Design pixels_upscaling, sky130hd; sources not shown.
### Placed standard cells

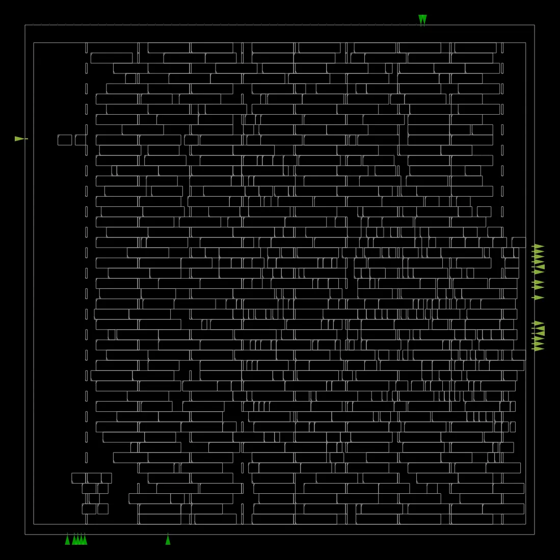
seq_cells: 254
fin util: 70.9%
row count: 47
Tapcells: 220
non-filler cells, final: 855

### Floorplan with the power grid

Scale bar: 50 um. Pins as bars on the die edge. Tap cells in grey.
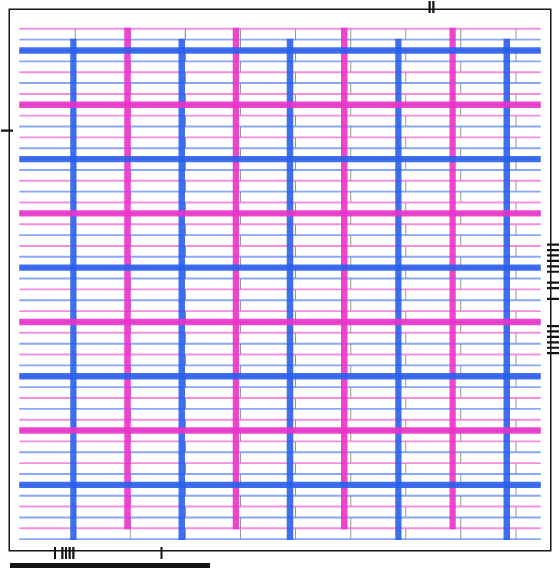
| net | colour |
|---|---|
| VSS | blue |
| VDD | magenta |
rows: 47
met5 straps: 9
met4 straps: 9
tap cells: 220
met1 rails: 48
Die H: 135 um
die width: 135 um

==> flow_summary_export.csv <==
group,metric,value,unit
power_and_ir_drop,pg_seq,3.67,mW
final_timing,min_period,3.14,ns
global_routing,grt.total_usage,25.2,%
clock_tree,cts_made_buffers,24,
placed_design,hpwl,13500,um
power_and_ir_drop,leakage,4.14,nW
cells_and_area,mi_logic_area,0.00271,mm^2
route,top_layer_used,"met4",
worst_setup_path,r2r_cells,7,
final_timing,timing.hold.ws,0.448,ns
worst_setup_path,cp_top_family,"AND-OR/OR-AND gates",
route,drc,0,
cells_and_area,final_nets,636,
global_routing,grt_pass1_vias,5715,
worst_setup_path,path_cells,"inv_1 -> ha_4 -> buf_4 -> mux4_2 -> nor2_1 -> a2111oi_0 -> o32a_1",
global_routing,antenna_found_initial,0,
route,wl_met3,1550,um
power_and_ir_drop,comb-power,0.915,mW
placed_design,place.gp.congestion,0.861,
worst_setup_path,cp.depth,7,
cells_and_area,logic_gate_count,265,
synth,synth-async-reset-ratio,11.8,%
global_routing,grt_pass1_wl,33900,um
route,met1_length,8700,um
cells_and_area,largest_reg_flops,224,
synth,logic_family,"multiplexers",
worst_setup_path,cp_data_arrival_time,3.54,ns
synth,netlist_instances,551,
hold_path,hold_depth,1,
route,dr_wl_met2,11000,um
worst_setup_path,critPathMaxStageDelay,0.88,ns
synth,synth-seq-cells,254,
cells_and_area,lay_top_cells,"224 x edfxtp_1, 52 x mux4_2, 47 x nor2_1",
floorplanning,io_pins,24,
clock_tree,cts.hold.buffers_added,0,
synth,adder_share,0.847,%
clock_tree,cts.sinks,254,
status,status,"finished clean",
global_routing,grt_max_degree,57,
placed_design,portBuffers,23,
hold_path,min_path_type,"flip-flop to flip-flop",
power_and_ir_drop,pwr-share-seq,51.6,%
final_timing,hold_viol,0,
synth,yosys_area,0.0103,mm^2
clock_tree,post_cts_resized,0,
worst_setup_path,worst-path-buf-inv,2,
placed_design,dpl.cell_count,811,
flow_run,warnings,30,
cells_and_area,drive_above_1_share,24.4,%
final_timing,setup_ws,0.356,ns
cells_and_area,nNonClkBuffers,67,
synth,synth_area,0.0103,mm^2
cells_and_area,antenna_cells,0,
clock_tree,post_cts_buffers,0,
synth,ys_cells,551,
synth,top_cells_by_count,"224 x edfxtp_1, 52 x mux4_2, 47 x nor2_1",
route,viasPerCell,6.51,
cells_and_area,clkbuf_count,31,
clock_tree,clockBufferDepth,3,
final_timing,fin_crit_sh,89.8,%
global_routing,grt_overflow_total,0,
final_timing,grt_setup_unrepaired,"false",
worst_setup_path,worstPathRequired,3.90,ns
power_and_ir_drop,p_clk,2.53,mW
synth,yosysWarnings,0,
global_routing,use_met3,4.08,%
synth,fp_nets,570,
synth,simple_gate_area_share,5.22,%
synth,edf_count,224,
final_timing,max-slew-margin-rel,31.7,%
power_and_ir_drop,p_total,7.11,mW
synth,ys_types,53,
route,drt_iter0_drc,620,
synth,largest_area_cell,"edfxtp_1",
synth,area_leaders,"edfxtp_1 65%, mux4_2 11%, dfrtp_1 7.3%",
final_timing,fmax,318,MHz
synth,synth_seq_share,72.3,%
cells_and_area,seq_area_share,63.2,%
synth,flop_cell,"edfxtp_1",
worst_setup_path,crit_fanout,32,
synth,yosysTopAreaCellShare,65.1,%
final_timing,finalSetupViolations,0,
power_and_ir_drop,pwr-share-clk,35.5,%
clock_tree,cts.htree.levels,1,
global_routing,top_usage_layer,"met2",
flow_run,maxCapViolCount,0,
synth,compound_area_share,4.31,%
global_routing,grtUsageMet2,41.2,%
floorplanning,fp_util,61.9,%
route,routed_wl,22000,um
clock_tree,clock_latency,0.51,ns
synth,synth_dominant_cell_count,"edfxtp_1",
synth,mux_area_share,14.7,%
final_timing,slew_viol_final,0,
cells_and_area,regArea,0.00748,mm^2
final_timing,worst_pin_slew,0.999,ns
route,vias,5569,
global_routing,grt_use_met1,35.4,%
synth,xor_area_share,0.738,%
cells_and_area,syn_to_final_growth,14.5,%
clock_tree,cts_tree,"built",
power_and_ir_drop,swShare,24.6,%
route,antenna_left,0,
cells_and_area,largestClassByArea,"registers",
cells_and_area,fin_area,0.0118,mm^2
placed_design,post_dp_cell_area,0.0111,mm^2
worst_setup_path,r2r_slack,0.36,ns
cells_and_area,comb_share,22.9,%
power_and_ir_drop,internal_power,5.36,mW
floorplanning,die_area,0.0183,mm^2
route,wl_per_cell,25.7,um
floorplanning,coreArea,0.0167,mm^2
power_and_ir_drop,vdd.ir_drop.worst,0.386,mV
power_and_ir_drop,maxPowerGroup,"registers",
worst_setup_path,startpoint_type,"flip-flop",
worst_setup_path,critical_path.endpoint_type,"flip-flop",
cells_and_area,n_fill_cell,957,
clock_tree,path_clk_slew,0.06,ns
power_and_ir_drop,switching_power,1.75,mW
synth,syn_area_per_cell,18.8,um^2
cells_and_area,lay_top_count,"edfxtp_1",
worst_setup_path,critPathSlowestCell,"a2111oi_0",
cells_and_area,area_share_nonclk_buffers,4.95,%
placed_design,place_ws,0.409,ns
final_timing,setup-tns-final,0,ns
power_and_ir_drop,comb_power_share,12.9,%
power_and_ir_drop,power_density,601,mW/mm^2
worst_setup_path,critPathKind,"flip-flop to flip-flop",
route,first_pass_iters,8,
clock_tree,root_buffer,"clkbuf_16",
No activity file was given, so power comes from the tool's default toggle rates.
